<file path="src/rtl/fifo_mac_pkg.sv">
// Shared definitions for the FIFO-fed multiply-accumulate engine: default
// widths, the job length width and the controller state encoding. The same
// constants size the upstream FIFOs.
package fifo_mac_pkg;

    localparam int DATA_WIDTH_DEF = 16;
    localparam int DATA_DEPTH_DEF = 16;
    localparam int ACC_WIDTH_DEF  = 32;
    localparam int ADDR_WIDTH     = 4;   // $clog2(DATA_DEPTH_DEF)
    localparam int LEN_WIDTH      = 5;   // holds 0..16

    typedef enum logic [1:0] {
        ST_IDLE  = 2'd0,
        ST_READ  = 2'd1,
        ST_DRAIN = 2'd2,
        ST_DONE  = 2'd3
    } mac_state_e;

endpackage

</file>
<file path="src/rtl/fifo_mac_engine_if.sv">
// Bus between the MAC engine and its surroundings: job control, the two
// upstream FIFO read ports and the result handshake. The slave modport is the
// engine; the master modport is whatever drives jobs and feeds the FIFOs.
interface fifo_mac_engine_if
    import fifo_mac_pkg::*;
#(
    parameter int DATA_WIDTH = DATA_WIDTH_DEF,
    parameter int DATA_DEPTH = DATA_DEPTH_DEF,
    parameter int ACC_WIDTH  = ACC_WIDTH_DEF
);
    localparam int AW = $clog2(DATA_DEPTH);

    logic                  start;
    logic [LEN_WIDTH-1:0]  len;
    logic                  in_empty;
    logic                  wt_empty;
    logic [DATA_WIDTH-1:0] in_data;
    logic [DATA_WIDTH-1:0] wt_data;
    logic                  in_rd_en;
    logic                  wt_rd_en;
    logic [AW-1:0]         in_rd_addr;
    logic [AW-1:0]         wt_rd_addr;
    logic [ACC_WIDTH-1:0]  acc_out;
    logic                  acc_valid;
    logic                  acc_ready;
    logic                  busy;

    modport master (
        output start, len, in_empty, wt_empty, in_data, wt_data, acc_ready,
        input  in_rd_en, wt_rd_en, in_rd_addr, wt_rd_addr, acc_out, acc_valid, busy
    );

    modport slave (
        input  start, len, in_empty, wt_empty, in_data, wt_data, acc_ready,
        output in_rd_en, wt_rd_en, in_rd_addr, wt_rd_addr, acc_out, acc_valid, busy
    );

endinterface

</file>
<file path="src/rtl/fifo_mac_engine_mac_acc.sv">
// mac_acc: signed product of two FIFO operands, sign-extended into a signed
// accumulator. Define FIFO_MAC_SAT_EN to clamp each accumulate to the signed
// accumulator range; otherwise the sum wraps modulo 2^ACC_WIDTH.
// Assumes ACC_WIDTH >= 2*DATA_WIDTH.
module mac_acc
    import fifo_mac_pkg::*;
#(
    parameter int DATA_WIDTH = DATA_WIDTH_DEF,
    parameter int ACC_WIDTH  = ACC_WIDTH_DEF
) (
    input  logic                         clk,
    input  logic                         rst_n,
    input  logic                         clr,
    input  logic                         en,
    input  logic signed [DATA_WIDTH-1:0] a,
    input  logic signed [DATA_WIDTH-1:0] b,
    output logic signed [ACC_WIDTH-1:0]  acc
);
    localparam int PW = 2 * DATA_WIDTH;

    logic signed [PW-1:0]        product;
    logic signed [ACC_WIDTH-1:0] product_ext;
    logic signed [ACC_WIDTH-1:0] acc_q;
    logic signed [ACC_WIDTH-1:0] acc_d;

    assign product     = a * b;
    // Size cast of a signed value sign-extends.
    assign product_ext = ACC_WIDTH'(product);

`ifdef FIFO_MAC_SAT_EN
    logic [ACC_WIDTH:0] sum_wide;

    assign sum_wide = {acc_q[ACC_WIDTH-1], acc_q} + {product_ext[ACC_WIDTH-1], product_ext};

    // Clamp when the guard bit disagrees with the sign bit (signed overflow).
    always_comb begin
        // NOTE: assign a default before any condition so no path leaves acc_d unassigned, which would infer a latch.
        acc_d = sum_wide[ACC_WIDTH-1:0];
        if (sum_wide[ACC_WIDTH] != sum_wide[ACC_WIDTH-1]) begin
            acc_d = sum_wide[ACC_WIDTH] ? {1'b1, {(ACC_WIDTH-1){1'b0}}}
                                        : {1'b0, {(ACC_WIDTH-1){1'b1}}};
        end
    end
`else
    assign acc_d = acc_q + product_ext;
`endif

    // Accumulator register: cleared per job, updated on each valid operand pair.
    always_ff @(posedge clk or negedge rst_n) begin
        // NOTE: state registers use non-blocking assignments so every flop samples pre-edge values.
        if (!rst_n) begin
            acc_q <= '0;
        end else if (clr) begin
            acc_q <= '0;
        end else if (en) begin
            acc_q <= acc_d;
        end
    end

    assign acc = acc_q;

endmodule

</file>
<file path="src/rtl/fifo_mac_engine.sv">
// fifo_mac_engine: computes one signed dot product per job by reading the
// input and weight FIFOs in lock-step from a shared, persistent read pointer,
// then presents the result with a valid/ready handshake.
// Optional build macro: FIFO_MAC_SAT_EN (saturating accumulation in mac_acc).
module fifo_mac_engine
    import fifo_mac_pkg::*;
#(
    parameter int DATA_WIDTH = DATA_WIDTH_DEF,
    parameter int DATA_DEPTH = DATA_DEPTH_DEF,
    parameter int ACC_WIDTH  = ACC_WIDTH_DEF
) (
    input  logic                   clk,
    input  logic                   rst_n,
    fifo_mac_engine_if.slave       bus
);
    localparam int AW = $clog2(DATA_DEPTH);

    localparam logic [1:0] IDLE  = ST_IDLE;
    localparam logic [1:0] READ  = ST_READ;
    localparam logic [1:0] DRAIN = ST_DRAIN;
    localparam logic [1:0] DONE  = ST_DONE;

    logic [1:0]           state;
    logic [1:0]           state_nxt;
    logic [LEN_WIDTH-1:0] issue_cnt;
    logic [LEN_WIDTH-1:0] job_len;
    logic [AW-1:0]        rd_ptr;
    logic                 pipe_vld;
    logic                 issue;
    logic                 job_start;
    logic                 last_issue;

    // A start is only honoured from IDLE; anywhere else it is ignored.
    assign job_start  = (state == IDLE) && bus.start;
    // Both FIFOs are read together, and only when both hold data.
    assign issue      = (state == READ) && !bus.in_empty && !bus.wt_empty
                        && (issue_cnt < job_len);
    assign last_issue = issue && ((issue_cnt + LEN_WIDTH'(1)) == job_len);

    // Next-state logic for the job controller.
    always_comb begin
        state_nxt = state;
        case (state)
            IDLE:    if (bus.start) state_nxt = (bus.len == '0) ? DONE : READ;
            READ:    if (last_issue) state_nxt = DRAIN;
            DRAIN:   state_nxt = DONE;
            DONE:    if (bus.acc_ready) state_nxt = IDLE;
            default: state_nxt = IDLE;
        endcase
    end

    // Controller state, issue counter, latched job length, shared read
    // pointer (persists across jobs) and the one-cycle FIFO data-valid flag.
    always_ff @(posedge clk or negedge rst_n) begin
        if (!rst_n) begin
            state     <= IDLE;
            issue_cnt <= '0;
            job_len   <= '0;
            rd_ptr    <= '0;
            pipe_vld  <= 1'b0;
        end else begin
            state    <= state_nxt;
            pipe_vld <= issue;
            if (job_start) begin
                issue_cnt <= '0;
                job_len   <= bus.len;
            end else if (issue) begin
                issue_cnt <= issue_cnt + LEN_WIDTH'(1);
            end
            if (issue) begin
                rd_ptr <= rd_ptr + AW'(1);
            end
        end
    end

    mac_acc #(
        .DATA_WIDTH (DATA_WIDTH),
        .ACC_WIDTH  (ACC_WIDTH)
    ) u_mac_acc (
        .clk   (clk),
        .rst_n (rst_n),
        .clr   (job_start),
        .en    (pipe_vld),
        .a     (bus.in_data),
        .b     (bus.wt_data),
        .acc   (bus.acc_out)
    );

    assign bus.in_rd_en   = issue;
    assign bus.wt_rd_en   = issue;
    assign bus.in_rd_addr = rd_ptr;
    assign bus.wt_rd_addr = rd_ptr;
    assign bus.acc_valid  = (state == DONE);
    assign bus.busy       = (state != IDLE);

endmodule

</file>
<file path="src/flat_wrapper.sv">
// flat-port wrapper written by rule: the top's interface ports become plain ports
module fifo_mac_engine_flat import fifo_mac_pkg::*;
#(
    parameter int DATA_WIDTH = DATA_WIDTH_DEF,
    parameter int DATA_DEPTH = DATA_DEPTH_DEF,
    parameter int ACC_WIDTH  = ACC_WIDTH_DEF
)
  (clk, rst_n, bus_start, bus_len, bus_in_empty, bus_wt_empty, bus_in_data, bus_wt_data, bus_acc_ready, bus_in_rd_en, bus_wt_rd_en, bus_in_rd_addr, bus_wt_rd_addr, bus_acc_out, bus_acc_valid, bus_busy);
  fifo_mac_engine_if #(.DATA_WIDTH(DATA_WIDTH), .DATA_DEPTH(DATA_DEPTH), .ACC_WIDTH(ACC_WIDTH)) bus_i ();
  input  logic clk;
  input  logic rst_n;
  input wire logic [$bits(bus_i.start)-1:0] bus_start;
  input wire logic [$bits(bus_i.len)-1:0] bus_len;
  input wire logic [$bits(bus_i.in_empty)-1:0] bus_in_empty;
  input wire logic [$bits(bus_i.wt_empty)-1:0] bus_wt_empty;
  input wire logic [$bits(bus_i.in_data)-1:0] bus_in_data;
  input wire logic [$bits(bus_i.wt_data)-1:0] bus_wt_data;
  input wire logic [$bits(bus_i.acc_ready)-1:0] bus_acc_ready;
  output wire logic [$bits(bus_i.in_rd_en)-1:0] bus_in_rd_en;
  output wire logic [$bits(bus_i.wt_rd_en)-1:0] bus_wt_rd_en;
  output wire logic [$bits(bus_i.in_rd_addr)-1:0] bus_in_rd_addr;
  output wire logic [$bits(bus_i.wt_rd_addr)-1:0] bus_wt_rd_addr;
  output wire logic [$bits(bus_i.acc_out)-1:0] bus_acc_out;
  output wire logic [$bits(bus_i.acc_valid)-1:0] bus_acc_valid;
  output wire logic [$bits(bus_i.busy)-1:0] bus_busy;
  assign bus_i.start = bus_start;
  assign bus_i.len = bus_len;
  assign bus_i.in_empty = bus_in_empty;
  assign bus_i.wt_empty = bus_wt_empty;
  assign bus_i.in_data = bus_in_data;
  assign bus_i.wt_data = bus_wt_data;
  assign bus_i.acc_ready = bus_acc_ready;
  assign bus_in_rd_en = bus_i.in_rd_en;
  assign bus_wt_rd_en = bus_i.wt_rd_en;
  assign bus_in_rd_addr = bus_i.in_rd_addr;
  assign bus_wt_rd_addr = bus_i.wt_rd_addr;
  assign bus_acc_out = bus_i.acc_out;
  assign bus_acc_valid = bus_i.acc_valid;
  assign bus_busy = bus_i.busy;
  fifo_mac_engine #(.DATA_WIDTH(DATA_WIDTH), .DATA_DEPTH(DATA_DEPTH), .ACC_WIDTH(ACC_WIDTH)) u_core (.clk(clk), .rst_n(rst_n), .bus(bus_i));
endmodule
</file>
<file path="config.mk">
export PLATFORM = sky130hd
export DESIGN_NAME = fifo_mac_engine_flat
export DESIGN_NICKNAME = d
export VERILOG_FILES = /design/src/rtl/fifo_mac_pkg.sv /design/src/rtl/fifo_mac_engine_if.sv /design/src/rtl/fifo_mac_engine_mac_acc.sv /design/src/rtl/fifo_mac_engine.sv /design/src/flat_wrapper.sv
export SDC_FILE = /design/constraint.sdc
export NUM_CORES = 1
export LEC_CHECK = 0
export ABC_CLOCK_PERIOD_IN_PS = 4980
export CORE_ASPECT_RATIO = 0.6
export CORE_MARGIN = 2
export CORE_UTILIZATION = 55
export DETAILED_ROUTE_END_ITERATION = 16
export PLACE_DENSITY = 0.78
export SLEW_MARGIN = 20
export SYNTH_ARGS = -nofsm -noshare
export SYNTH_HDL_FRONTEND = slang
export SYNTH_HIERARCHICAL = 1
export SYNTH_SLANG_ARGS = --single-unit
</file>
<file path="constraint.sdc">
create_clock -name clk -period 4.98 [get_ports clk]
set_input_delay 0.996 -clock clk [delete_from_list [all_inputs] [get_ports clk]]
set_output_delay 0.996 -clock clk [all_outputs]
set_load 0.01 [all_outputs]
</file>
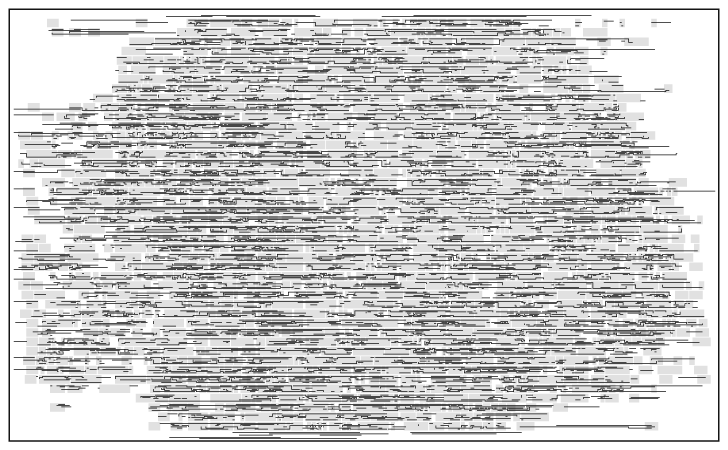
**Above:** metal 1.
Cells faint in the background.
2044 nets have wire on it. The layer carries 18800 µm of wire.
global-route track usage on met1: 0.515
routed wire length: 48.2 mm

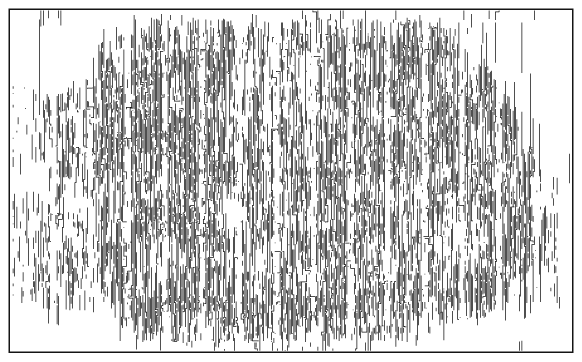
**Above:** M2 wires.
The layer holds 44% of the routed length. 2025 nets have wire on it. The layer carries 21.1 mm of wire.
via count: 12.3k
met2 Usage GRT: 0.524

==> run summary <==
Physical implementation

Looking at area per cell type in the netlist, the leader is sky130_fd_sc_hd__fa_1. Recorded from the global router log, the overflow total was 0. The most common logic cell in the routed design is sky130_fd_sc_hd__inv_1. The worst hold slack across all endpoints is 516 ps. According to the cell report, flip-flops and latches in the layout number just under 50. The TritonCTS buffer count is 5. The largest fanout on the critical path is 4. The fraction of synthesized area in multiplexers is 0.0151. Per the synthesis report, the simple-gate share of the synthesized area is 0.143. The worst setup path is captured at a flip-flop. Once the clock tree was built, the resizer swapped roughly 330 gates to a different size.

The flip-flop and latch area is between 0.001 and 0.0015 mm². The total I/O pin count is between 80 and 90. The finished cells cover 0.0186 mm².

The critical setup path kind is primary input to flip-flop. Among all flip-flop cells after synthesis, the most frequent one is sky130_fd_sc_hd__dfrtp_1.

In the detailed route, the total length drawn on met2 is approximately 21 mm. The largest net degree at the start of global routing is approximately 50. The post-route fraction of the period consumed by the critical path is 1.30. In this build the clock could be raised as far as between 150 and 200 MHz. The cell with the most instances after synthesis is sky130_fd_sc_hd__inv_1.

The worst setup timing slack at the placement stage is -2090 ps. The run finished, with violations left. OpenROAD emitted warnings numbering 33. Per the slew report, the remaining headroom to the max-slew limit stands at 0.570.

The number of distinct library cells after synthesis is slightly above 60. For this run, the final setup violation count is recorded as 25. The synthesized net count is 1885. Looking at the reg2reg group, the worst path starts from u_core/u_mac_acc/acc[8]$_DFFE_PN0P_. Yosys shows that the main logic family after synthesis is adder cells. The area share of and-or/or-and cells after synthesis is 0.0641. The post-CTS setup buffer count is roughly 75. In this run the top signal layer used is met4.

On the reported timing paths, the clock transition at the registers reads ~80 ps. According to the timing report, the critical path is launched from bus_wt_data[2].

The final worst-path setup slack is -1480 ps. The pin slew with the least headroom to its limit is about 650 ps. The netlist area before placement is around 0.013 mm². The final timing report lists a hold violation count of 0.

The count of nets left with antenna violations after detail routing is 0. Per STA, the worst path accumulates the most delay in the family adder cells. The count of cells in the finished layout, fillers not included, comes to around 2.1k. The top cell types in the final layout, fill and taps aside, are 287 x sky130_fd_sc_hd__inv_1, 256 x sky130_fd_sc_hd__fa_1, 198 x sky130_fd_sc_hd__buf_4, 123 x sky130_fd_sc_hd__nand2_1, 77 x sky130_fd_sc_hd__and2_1. The post-placement cell area is roughly 0.016 mm². The cell count in the Yosys report is around 1.4k. In this run the most critical hold path is launched from u_core/bus.in_rd_addr[3]$_DFFE_PN0P_. STA lists the endpoint of the worst register-to-register path as u_core/u_mac_acc/acc[30]$_DFFE_PN0P_. The required time of the critical path is approximately 5200 ps. The synthesized netlist cell count is 1440. The DRC violation count after routing is 0. The number of pins exceeding their max-slew limit in the final report is 0.

Ranked by total cell area, the synthesized netlist is headed by sky130_fd_sc_hd__fa_1 44%, sky130_fd_sc_hd__ha_1 10%, sky130_fd_sc_hd__inv_1 9.9%, sky130_fd_sc_hd__dfrtp_1 9.2%, sky130_fd_sc_hd__and2_1 5.8%. The final reports fail on negative setup slack. Per STA, the highest per-stage delay on the worst path measures roughly 550 ps.
